**Run 1: I/O nets highlighted**

The bar under the picture is 20 um long.
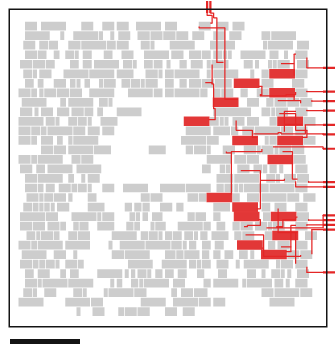
**Run 1: cell placement**

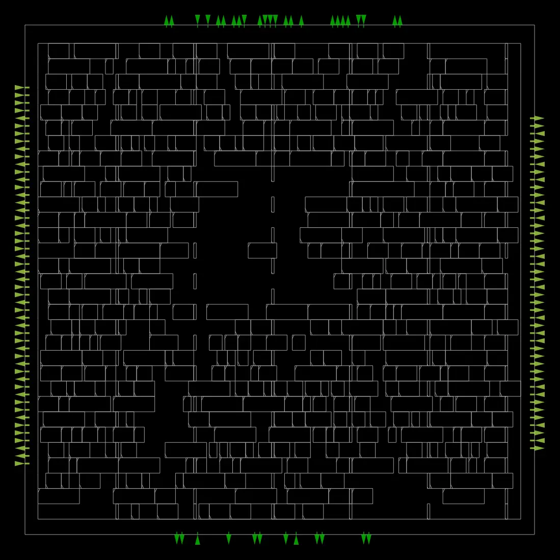
**Run 1: routed metal, one color a layer**

Two of the layers only.
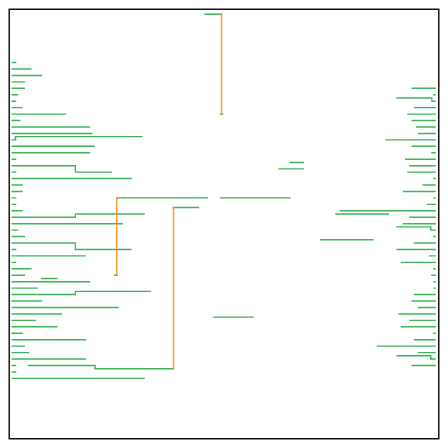
**Run 1: register map, names as in the netlist**

Other sequential cells in the stronger gray, the rest of the logic in the fainter gray.
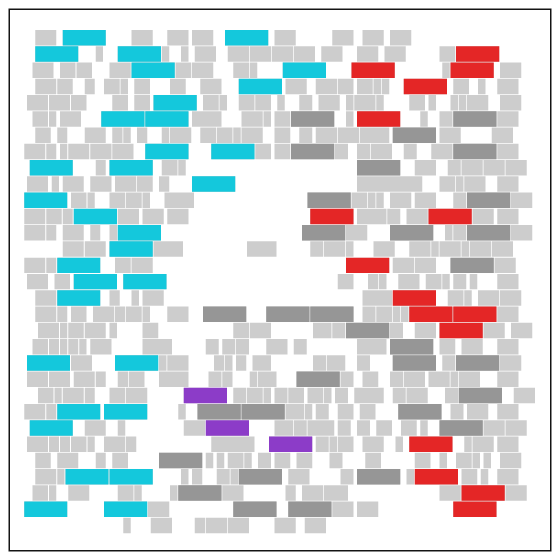
## src/rtl/calc_sequence_controller_pkg.sv

```systemverilog
// Shared types and constants for the calculator sequence controller:
// FSM state encoding, data widths, default error answer and LED decode.
package calc_seq_pkg;

   localparam int NUM_W = 16;
   localparam int OP_W  = 3;
   localparam int ANS_W = 32;

   localparam logic [ANS_W-1:0] ERROR_ANSWER_DEFAULT = 32'hEEEE_EEEE;

   typedef enum logic [2:0] {
      ST_ENTER_NUM1 = 3'd0,
      ST_ENTER_NUM2 = 3'd1,
      ST_ENTER_OP   = 3'd2,
      ST_LAUNCH     = 3'd3,
      ST_WAIT       = 3'd4,
      ST_SHOW       = 3'd5
   } state_t;

   // One-hot {num1, num2, op} entry indicator; dark outside the entry stages.
   function automatic logic [2:0] stage_leds_f(input state_t st);
      logic [2:0] leds;
      case (st)
         ST_ENTER_NUM1: leds = 3'b100;
         ST_ENTER_NUM2: leds = 3'b010;
         ST_ENTER_OP:   leds = 3'b001;
         default:       leds = 3'b000;
      endcase
      return leds;
   endfunction

endpackage

```

## src/rtl/calc_sequence_controller_if.sv

```systemverilog
// ALU launch/completion handshake between the sequence controller and the ALU.
interface calc_sequence_controller_if;
   import calc_seq_pkg::*;

   logic             start;
   logic             done;
   logic [ANS_W-1:0] result;
   logic             error;

   modport master (output start, input done, input result, input error);
   modport slave  (input start, output done, output result, output error);

endinterface

```

## src/rtl/calc_button_edge.sv

```systemverilog
// Rising-edge detector for a debounced button level. A button already held
// when reset releases is suppressed until it is seen low at least once.
module calc_button_edge (
   input  logic clk,
   input  logic reset_n,
   input  logic button,
   output logic rise
);

   logic hist_r;
   logic armed_r;

   // History of the button level and a one-cycle post-reset arming flag.
   always_ff @(posedge clk) begin
      if (!reset_n) begin
         hist_r  <= 1'b0;
         armed_r <= 1'b0;
      end else begin
         hist_r  <= button;
         armed_r <= 1'b1;
      end
   end

   assign rise = button & ~hist_r & armed_r;

endmodule

```

## src/rtl/calc_sequence_controller.sv

```systemverilog
// Operand/op-code entry sequencer that launches the ALU and latches its answer.
// Define CALC_SEQ_TIMEOUT_EN to abort a WAIT after TIMEOUT_CYCLES cycles.
module calc_sequence_controller
   import calc_seq_pkg::*;
#(
   parameter int unsigned      TIMEOUT_CYCLES = 1024,
   parameter logic [ANS_W-1:0] ERROR_ANSWER   = ERROR_ANSWER_DEFAULT
) (
   input  logic                 clk,
   input  logic                 reset_n,
   input  logic                 next_button,
   input  logic                 prev_button,
   input  logic [NUM_W-1:0]     switches,
   calc_sequence_controller_if.master alu,
   output logic [NUM_W-1:0]     num1,
   output logic [NUM_W-1:0]     num2,
   output logic [OP_W-1:0]      operation_code,
   output logic [ANS_W-1:0]     answer,
   output logic                 show_16bit_input,
   output logic                 show_operation,
   output logic                 show_answer,
   output logic [2:0]           stage_leds,
   output logic                 busy,
   output logic                 error
);

   if (TIMEOUT_CYCLES < 2) begin : g_timeout_range
      $error("TIMEOUT_CYCLES must be at least 2");
   end

   state_t state_r, next_state_s;
   logic   next_edge_s, prev_edge_s, nxt_s, prv_s, timeout_s;

   logic [NUM_W-1:0] num1_r, num1_s, num2_r, num2_s;
   logic [OP_W-1:0]  op_r, op_s;
   logic [ANS_W-1:0] answer_r, answer_s;
   logic             error_r, error_s, start_r, start_s, busy_r, busy_s;
   logic             show_in_r, show_in_s, show_op_r, show_op_s, show_ans_r, show_ans_s;
   logic [2:0]       leds_r, leds_s;

   calc_button_edge u_next_edge (.clk(clk), .reset_n(reset_n), .button(next_button), .rise(next_edge_s));
   calc_button_edge u_prev_edge (.clk(clk), .reset_n(reset_n), .button(prev_button), .rise(prev_edge_s));

   // Simultaneous next/prev edges cancel each other out.
   assign nxt_s = next_edge_s & ~prev_edge_s;
   assign prv_s = prev_edge_s & ~next_edge_s;

`ifdef CALC_SEQ_TIMEOUT_EN
   localparam int CNT_W = $clog2(TIMEOUT_CYCLES);
   localparam logic [CNT_W-1:0] CNT_LAST = CNT_W'(TIMEOUT_CYCLES - 1);
   logic [CNT_W-1:0] wait_cnt_r;

   // Cycles spent in WAIT; restarts on every entry.
   always_ff @(posedge clk) begin
      if (!reset_n) begin
         wait_cnt_r <= {CNT_W{1'b0}};
      end else if (state_r == ST_WAIT) begin
         wait_cnt_r <= wait_cnt_r + {{(CNT_W-1){1'b0}}, 1'b1};
      end else begin
         wait_cnt_r <= {CNT_W{1'b0}};
      end
   end

   assign timeout_s = (state_r == ST_WAIT) && (wait_cnt_r == CNT_LAST);
`else
   assign timeout_s = 1'b0;
`endif

   // State register.
   always_ff @(posedge clk) begin
      if (!reset_n) begin
         state_r <= ST_ENTER_NUM1;
      end else begin
         state_r <= next_state_s;
      end
   end

   // Next-state decode.
   always_comb begin
      next_state_s = state_r;
      case (state_r)
         ST_ENTER_NUM1: if (nxt_s) next_state_s = ST_ENTER_NUM2; else next_state_s = state_r;
         ST_ENTER_NUM2: if (nxt_s) next_state_s = ST_ENTER_OP;
                        else if (prv_s) next_state_s = ST_ENTER_NUM1;
                        else next_state_s = state_r;
         ST_ENTER_OP:   if (nxt_s) next_state_s = ST_LAUNCH;
                        else if (prv_s) next_state_s = ST_ENTER_NUM2;
                        else next_state_s = state_r;
         ST_LAUNCH:     next_state_s = ST_WAIT;
         ST_WAIT:       if (alu.done || timeout_s) next_state_s = ST_SHOW; else next_state_s = state_r;
         ST_SHOW:       if (nxt_s) next_state_s = ST_ENTER_NUM1;
                        else if (prv_s) next_state_s = ST_ENTER_OP;
                        else next_state_s = state_r;
         default:       next_state_s = ST_ENTER_NUM1;
      endcase
   end

   // Next values of every registered output; display decode follows the next state.
   always_comb begin
      num1_s   = num1_r;
      num2_s   = num2_r;
      op_s     = op_r;
      answer_s = answer_r;
      error_s  = error_r;
      case (state_r)
         ST_ENTER_NUM1: if (nxt_s) num1_s = switches; else num1_s = num1_r;
         ST_ENTER_NUM2: if (nxt_s) num2_s = switches; else num2_s = num2_r;
         ST_ENTER_OP:   if (nxt_s) op_s = switches[OP_W-1:0]; else op_s = op_r;
         ST_WAIT: begin
            if (alu.done) begin
               answer_s = alu.error ? ERROR_ANSWER : alu.result;
               error_s  = alu.error;
            end else if (timeout_s) begin
               answer_s = ERROR_ANSWER;
               error_s  = 1'b1;
            end else begin
               answer_s = answer_r;
            end
         end
         ST_SHOW:       if (nxt_s) error_s = 1'b0; else error_s = error_r;
         default:       num1_s = num1_r;
      endcase
      start_s    = (next_state_s == ST_LAUNCH);
      busy_s     = (next_state_s == ST_LAUNCH) || (next_state_s == ST_WAIT);
      leds_s     = stage_leds_f(next_state_s);
      show_in_s  = (next_state_s == ST_ENTER_NUM1) || (next_state_s == ST_ENTER_NUM2);
      show_op_s  = (next_state_s == ST_ENTER_OP);
      show_ans_s = ~(show_in_s | show_op_s);
   end

   // Output registers.
   always_ff @(posedge clk) begin
      if (!reset_n) begin
         num1_r     <= 16'h0000;
         num2_r     <= 16'h0000;
         op_r       <= 3'b000;
         answer_r   <= 32'h0000_0000;
         error_r    <= 1'b0;
         start_r    <= 1'b0;
         busy_r     <= 1'b0;
         leds_r     <= 3'b100;
         show_in_r  <= 1'b1;
         show_op_r  <= 1'b0;
         show_ans_r <= 1'b0;
      end else begin
         num1_r     <= num1_s;
         num2_r     <= num2_s;
         op_r       <= op_s;
         answer_r   <= answer_s;
         error_r    <= error_s;
         start_r    <= start_s;
         busy_r     <= busy_s;
         leds_r     <= leds_s;
         show_in_r  <= show_in_s;
         show_op_r  <= show_op_s;
         show_ans_r <= show_ans_s;
      end
   end

   assign num1             = num1_r;
   assign num2             = num2_r;
   assign operation_code   = op_r;
   assign answer           = answer_r;
   assign error            = error_r;
   assign alu.start        = start_r;
   assign busy             = busy_r;
   assign stage_leds       = leds_r;
   assign show_16bit_input = show_in_r;
   assign show_operation   = show_op_r;
   assign show_answer      = show_ans_r;

endmodule

```

## src/flat_wrapper.sv

```systemverilog
// flat-port wrapper written by rule: the top's interface ports become plain ports
module calc_sequence_controller_flat import calc_seq_pkg::*;
#(
   parameter int unsigned      TIMEOUT_CYCLES = 1024,
   parameter logic [ANS_W-1:0] ERROR_ANSWER   = ERROR_ANSWER_DEFAULT
)
  (clk, reset_n, next_button, prev_button, switches, num1, num2, operation_code, answer, show_16bit_input, show_operation, show_answer, stage_leds, busy, error, alu_start, alu_done, alu_result, alu_error);
  calc_sequence_controller_if alu_i ();
  input  logic clk;
  input  logic reset_n;
  input  logic next_button;
  input  logic prev_button;
  input  logic [NUM_W-1:0] switches;
  output logic [NUM_W-1:0] num1;
  output logic [NUM_W-1:0] num2;
  output logic [OP_W-1:0] operation_code;
  output logic [ANS_W-1:0] answer;
  output logic show_16bit_input;
  output logic show_operation;
  output logic show_answer;
  output logic [2:0] stage_leds;
  output logic busy;
  output logic error;
  output wire logic [$bits(alu_i.start)-1:0] alu_start;
  input wire logic [$bits(alu_i.done)-1:0] alu_done;
  input wire logic [$bits(alu_i.result)-1:0] alu_result;
  input wire logic [$bits(alu_i.error)-1:0] alu_error;
  assign alu_start = alu_i.start;
  assign alu_i.done = alu_done;
  assign alu_i.result = alu_result;
  assign alu_i.error = alu_error;
  calc_sequence_controller #(.TIMEOUT_CYCLES(TIMEOUT_CYCLES), .ERROR_ANSWER(ERROR_ANSWER)) u_core (.clk(clk), .reset_n(reset_n), .next_button(next_button), .prev_button(prev_button), .switches(switches), .alu(alu_i), .num1(num1), .num2(num2), .operation_code(operation_code), .answer(answer), .show_16bit_input(show_16bit_input), .show_operation(show_operation), .show_answer(show_answer), .stage_leds(stage_leds), .busy(busy), .error(error));
endmodule
```

## config.mk

```make
export PLATFORM = sky130hd
export DESIGN_NAME = calc_sequence_controller_flat
export DESIGN_NICKNAME = d
export VERILOG_FILES = /design/src/rtl/calc_sequence_controller_pkg.sv /design/src/rtl/calc_sequence_controller_if.sv /design/src/rtl/calc_button_edge.sv /design/src/rtl/calc_sequence_controller.sv /design/src/flat_wrapper.sv
export SDC_FILE = /design/constraint.sdc
export NUM_CORES = 1
export LEC_CHECK = 0
export CAP_MARGIN = 20
export CORE_MARGIN = 2
export CORE_UTILIZATION = 43
export DETAILED_ROUTE_END_ITERATION = 6
export GPL_ROUTABILITY_DRIVEN = 1
export PLACE_DENSITY = 0.84
export SLEW_MARGIN = 5
export SYNTH_ARGS = -nofsm -noshare
export SYNTH_HDL_FRONTEND = slang
export SYNTH_SLANG_ARGS = --single-unit
```

## constraint.sdc

```tcl
create_clock -name clk -period 2.5 [get_ports clk]
set_input_delay 0.5 -clock clk [delete_from_list [all_inputs] [get_ports clk]]
set_output_delay 0.5 -clock clk [all_outputs]
set_load 0.02 [all_outputs]
```

==> flow_summary_export.csv, run 1 <==
group,metric,value,unit
outcome,status,"finished, final reports clean",
final_timing,rsz0062_at_grt,"false",
setup_path,rr_startpoint,"u_core.state_r[2]",
logic_synthesis,async_flop_share,0,%
layout,fin_cells,573,
layout,nNetsFinal,523,
worst_hold_path,holdPathEnd,"u_core.num2[2]",
placement,placedCellCount,557,
power_and_ir_drop,power_frac_clock,38.1,%
final_timing,relSlewSlack,59.36,%
setup_path,worstSetupStartpoint,"prev_button",
final_timing,hold_viol,0,
logic_synthesis,simple_gate_area_share,29.92,%
routing,drtIter0Drc,122,
power_and_ir_drop,power_switching,0.5683,mW
setup_path,cp.depth,7,
layout,layout_top_cell,"clkdlybuf4s50_1",
clock_tree,cts-resized-gates,0,
logic_synthesis,mux_share,5.938,%
layout,buffers,138,
logic_synthesis,syn-cell-area,3203,um^2
setup_path,cp_cell_sequence,"clkdlybuf4s50_1 -> nor2b_1 -> buf_4 -> or4_1 -> buf_4 -> mux2i_1 -> nor2b_1",
setup_path,cp_slowest_stage_delay,0.46,ns
global_route,gr-usage-met3,7.596,%
power_and_ir_drop,p_comb,0.245,mW
placement,placed_area,4578,um^2
routing,wl_met3,787,um
logic_synthesis,synthCells,347,
clock_tree,cts_root_buf,"clkbuf_8",
logic_synthesis,ys.flops,82,
global_route,grt_use_met2,29.07,%
global_route,grt-busiest-layer,"met2",
flow_run,warnings,26,
layout,layout-drive-gt1-share,6.118,%
layout,largestClassByArea,"registers",
power_and_ir_drop,peakVddDrop,0.2952,mV
flow_run,maxCapViolCount,0,
logic_synthesis,yosys.area_share.aoi,8.477,%
layout,comb_share,29.92,%
routing,ant_nets,0,
global_route,grt_pass1_wl,12750,um
clock_tree,htreeDepth,3,
logic_synthesis,synthTopCellsByCount,"82 x dfxtp_1, 47 x nand2_1, 27 x nor2_1",
setup_path,timing.rr.end,"u_core.answer[29]",
floorplanning,initial_utilization,44.40,%
layout,largest_reg_flops,32,
floorplanning,taps,99,
power_and_ir_drop,power_leader,"sequential cells",
routing,firstDrtPassIters,4,
routing,top_layer_used,"met4",
setup_path,cp_data_required_time,2.72,ns
final_timing,fin_crit,1.978,ns
logic_synthesis,largest_area_cell,"dfxtp_1",
setup_path,reg2reg_depth,5,
clock_tree,postCtsSetupRepairBufs,0,
routing,vias_per_cell,4.913,
layout,postLayoutCellArea,4783,um^2
setup_path,crit_arrival,2.20,ns
clock_tree,clk_pin_slew,0.07,ns
power_and_ir_drop,p_leak,1.762,nW
logic_synthesis,synth_top_flop_cell,"dfxtp_1",
Back to the opening pictures, 'I/O nets highlighted':
Key: red = `num1` [direction output, edge 14 right, 2 top, end cells 16, buffers 16, wire 408 um]

Back to the opening pictures, 'cell placement':
row count: 31
Seq/total area: 34.32%
fin util: 66.30%
fillers: 586
core area: 7214 um^2

Back to the opening pictures, 'routed metal, one color a layer':
Key: green = met3 [wire length 787 um]; orange = met4 [wire length 71.4 um]
wire per inst: 13.57 um
total number of vias: 2815
WL final: 7778 um
Overall Global Routing Usage: 18.93%

Back to the opening pictures, 'register map, names as in the netlist':
Key: cyan = `u_core.answer` [placed flops 32]; red = `u_core.num2` [placed flops 16]; purple = `u_core.state_r` [placed flops 3]
Another 31 sequential cells are not colored.
register area: 1642 um^2
sequential power: 1.34 mW

## Run 2: what changed since run 1
==> constraint.sdc (replaced) <==
create_clock -name clk -period 2.06 [get_ports clk]
set_input_delay 0.412 -clock clk [delete_from_list [all_inputs] [get_ports clk]]
set_output_delay 0.412 -clock clk [all_outputs]
set_load 0.02 [all_outputs]
**Run 2: I/O nets highlighted**

The bar under the picture is 20 um long.
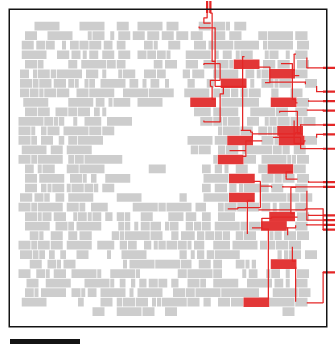
Key: red = `num1` [direction output, edge 14 right, 2 top, end cells 16, buffers 16, wire 446 um]

**Run 2: register map, names as in the netlist**

Other sequential cells in the stronger gray, the rest of the logic in the fainter gray.
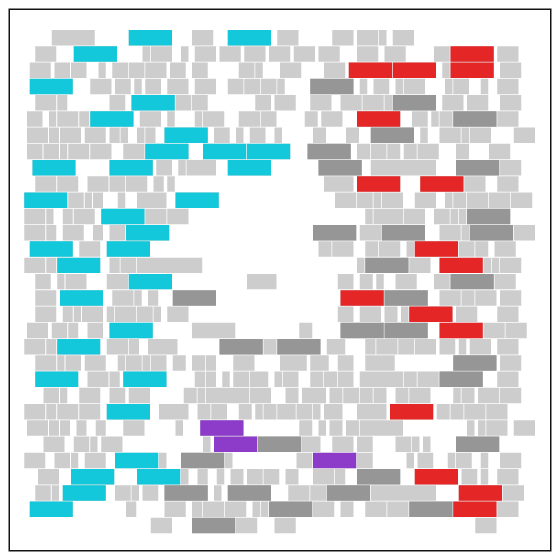
Key: purple = `u_core.state_r` [placed flops 3]; cyan = `u_core.answer` [placed flops 32]; red = `u_core.num2` [placed flops 16]
Another 31 sequential cells are not colored.
sequential power: 1.62 mW
Seq/total area: 33.55%
fin util: 67.81%

==> run 2 against run 1 <==
Effect of this change: worst hold slack lost 0.19 ns; flip-flop count is the same; clock skew shrank 0.0068 ns; global-route usage grew 0.74 points; synthesized area is the same; highest routed layer unchanged; clock power grew about 40%; synthesized cell count is the same.
==> flow_summary_export.csv, run 2 <==
group,metric,value,unit
logic_synthesis,ys.flops,82,
routing,ant_nets,0,
clock_tree,postCtsSetupRepairBufs,0,
placement,placedCellCount,561,
clock_tree,clk_pin_slew,0.08,ns
global_route,grt_pass1_wl,13300,um
routing,wirelength,8070,um
power_and_ir_drop,p_comb,0.307,mW
layout,postLayoutCellArea,4892,um^2
floorplanning,initial_utilization,44.40,%
worst_hold_path,holdPathEnd,"u_core.u_next_edge.armed_r",
setup_path,reg2reg_depth,6,
routing,wl_per_cell,13.99,um
flow_run,warnings,26,
layout,buffers,142,
routing,wl_met3,725,um
setup_path,cp.depth,7,
logic_synthesis,yosys.area_share.aoi,8.477,%
final_timing,fin_crit,1.900,ns
power_and_ir_drop,power_frac_clock,41.4,%
clock_tree,htreeDepth,3,
logic_synthesis,yosys_warnings,0,
layout,layout-drive-gt1-share,6.695,%
routing,firstDrtPassIters,4,
global_route,grt_use_met2,32.83,%
final_timing,hold_viol,0,
setup_path,crit_arrival,2.13,ns
setup_path,worstSetupStartpoint,"prev_button",
setup_path,cp_slowest_stage_delay,0.52,ns
layout,nNetsFinal,527,
logic_synthesis,synthCells,347,
worst_hold_path,min_from,"reset_n",
routing,top_layer_used,"met4",
layout,largestClassByArea,"registers",
routing,num_vias,2862,
layout,largest_reg_flops,32,
power_and_ir_drop,power_leader,"sequential cells",
routing,vias_per_cell,4.960,
global_route,gr-usage-met3,7.596,%
setup_path,cp_data_required_time,2.29,ns
setup_path,timing.rr.end,"u_core.answer[5]",
global_route,grt_usage,19.67,%
placement,placed_area,4658,um^2
layout,layout_top_cell,"clkdlybuf4s50_1",
logic_synthesis,syn-cell-area,3203,um^2
outcome,status,"finished, final reports clean",
logic_synthesis,async_flop_share,0,%
setup_path,endpoint_kind,"flop",
setup_path,rr_startpoint,"u_core.state_r[2]",
final_timing,rsz0062_at_grt,"false",
clock_tree,cts_root_buf,"clkbuf_8",
layout,comb_share,29.26,%
layout,regArea,1642,um^2
logic_synthesis,simple_gate_area_share,29.92,%
routing,drtIter0Drc,147,
**Run 2: cell placement**

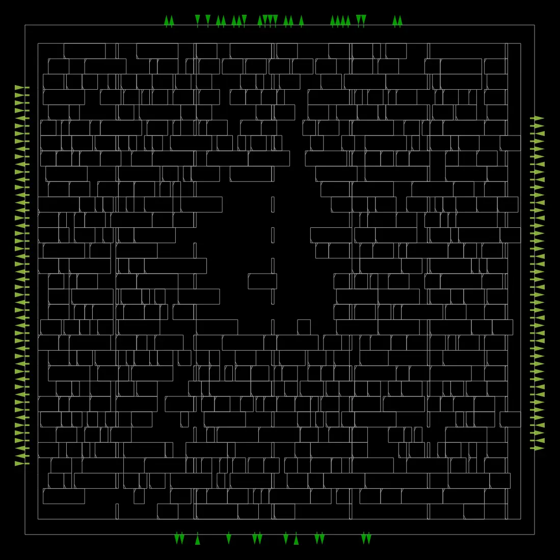
flop count: 82
Well Taps: 99
non-filler cells, final: 577

## Run 3: what changed since run 2
--- a/config.mk
+++ b/config.mk
@@ -10,6 +10,7 @@
 export CORE_UTILIZATION = 43
 export DETAILED_ROUTE_END_ITERATION = 6
 export GPL_ROUTABILITY_DRIVEN = 1
+export MAX_ROUTING_LAYER = met4
 export PLACE_DENSITY = 0.84
 export SLEW_MARGIN = 5
 export SYNTH_ARGS = -nofsm -noshare
**Run 3: routed metal, one color a layer**

Two of the layers only.
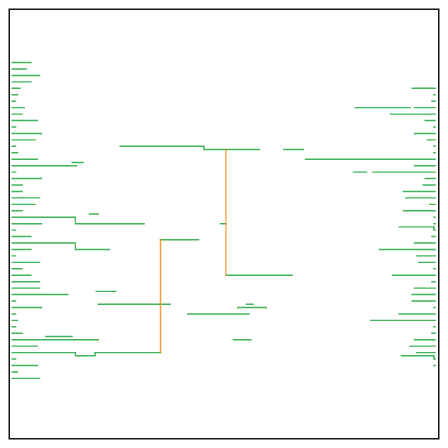
Key: green = met3 [wire length 592 um]; orange = met4 [wire length 50.3 um]

**Run 3: cell placement**

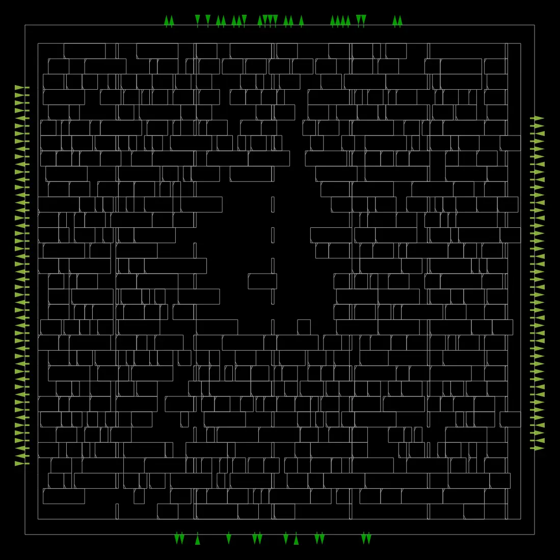
fillers: 585

==> run 3 against run 2 <==
Effect of this change: sequential power about the same; flip-flop count unchanged; clock skew about the same; largest power group unchanged; worst hold slack improved by 0.013 ns; power about the same; sequential share of layout area unchanged; fmax about the same; largest cell class unchanged.
==> flow_summary_export.csv, run 3 <==
group,metric,value,unit
logic_synthesis,syn-cell-area,3203,um^2
global_route,antenna_found_initial,0,
floorplanning,num_rows,31,
flow_run,maxCapViolCount,0,
routing,top_layer_used,"met4",
clock_tree,cts_root_buf,"clkbuf_8",
placement,placed_area,4658,um^2
routing,firstDrtPassIters,5,
setup_path,cp_cell_sequence,"clkdlybuf4s50_1 -> nor2b_1 -> buf_4 -> or4_1 -> buf_12 -> mux2i_1 -> nor2b_1",
layout,buffers,142,
logic_synthesis,yosys.area_share.aoi,8.477,%
power_and_ir_drop,power_switching,0.6916,mW
clock_tree,cts_tree,"yes",
logic_synthesis,mux_share,5.938,%
layout,largestClassByArea,"registers",
logic_synthesis,synthCells,347,
layout,nNetsFinal,527,
layout,largest_reg_flops,32,
floorplanning,taps,99,
global_route,grt_usage,20.25,%
worst_hold_path,min_from,"reset_n",
routing,drcViolationCount,0,
global_route,grt_overflow,0,
final_timing,relSlewSlack,69.53,%
logic_synthesis,yosysMostFrequentCell,"dfxtp_1",
logic_synthesis,synthTopCellsByCount,"82 x dfxtp_1, 47 x nand2_1, 27 x nor2_1",
final_timing,fin_crit,1.901,ns
routing,num_vias,2886,
layout,most-common-layout-cells,"128 x clkdlybuf4s50_1, 82 x dfxtp_1, 47 x nand2_1",
logic_synthesis,yosys_warnings,0,
routing,ant_nets,0,
setup_path,reg2reg_depth,6,
setup_path,cp_data_required_time,2.29,ns
logic_synthesis,async_flop_share,0,%
global_route,grt_use_met2,32.77,%
worst_hold_path,holdPathEnd,"u_core.u_next_edge.armed_r",
routing,wl_met1,3630,um
setup_path,path_class,"in -> reg",
power_and_ir_drop,peakVddDrop,0.3811,mV
clock_tree,clk_pin_slew,0.08,ns
placement,placedCellCount,561,
logic_synthesis,largest_area_cell,"dfxtp_1",
layout,final_util,67.81,%
layout,postLayoutCellArea,4892,um^2
clock_tree,postCtsSetupRepairBufs,0,
layout,comb_share,29.26,%
logic_synthesis,synth_adder_area_share,0,%
setup_path,worstSetupStartpoint,"prev_button",
layout,ff_count,82,
power_and_ir_drop,power_frac_clock,41.3,%
final_timing,hold_viol,0,
power_and_ir_drop,power_leader,"sequential cells",
routing,wl_per_cell,14.02,um
routing,wl_met3,591,um
global_route,grt-busiest-layer,"met2",
global_route,grt_pass1_wl,13280,um
routing,wirelength,8092,um
power_and_ir_drop,p_leak,1.817,nW
setup_path,cp_slowest_stage_delay,0.52,ns
setup_path,cp.depth,7,
power_and_ir_drop,pg_seq,1.62,mW
layout,layout_top_cell,"clkdlybuf4s50_1",
logic_synthesis,simple_gate_area_share,29.92,%
layout,layout-drive-gt1-share,6.695,%
setup_path,rr_startpoint,"u_core.state_r[2]",
power_and_ir_drop,p_comb,0.307,mW
layout,fin_cells,577,
flow_run,warnings,26,
routing,drtIter0Drc,158,
layout,regArea,1642,um^2
setup_path,endpoint_kind,"flop",
floorplanning,core,7214,um^2
routing,vias_per_cell,5.002,
setup_path,crit_arrival,2.13,ns
logic_synthesis,synth_top_flop_cell,"dfxtp_1",
floorplanning,chipArea,8155,um^2
global_route,gr-usage-met3,5.426,%
setup_path,r2r_slack,0.34,ns
floorplanning,initial_utilization,44.40,%
setup_path,timing.rr.end,"u_core.answer[5]",
setup_path,endpoint,"u_core.num1[6]",
final_timing,rsz0062_at_grt,"false",
logic_synthesis,ys.flops,82,
clock_tree,htreeDepth,3,
clock_tree,cts-resized-gates,0,
layout,num_antenna_cells,0,
outcome,status,"finished, final reports clean",
**Run 3: I/O nets highlighted**

The bar under the picture is 20 um long.
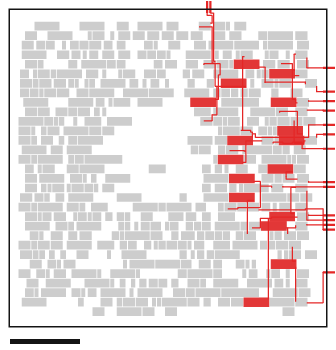
Key: red = `num1` [direction output, edge 14 right, 2 top, end cells 16, buffers 16, wire 443 um]

Power is estimated from default activity; no workload was simulated.
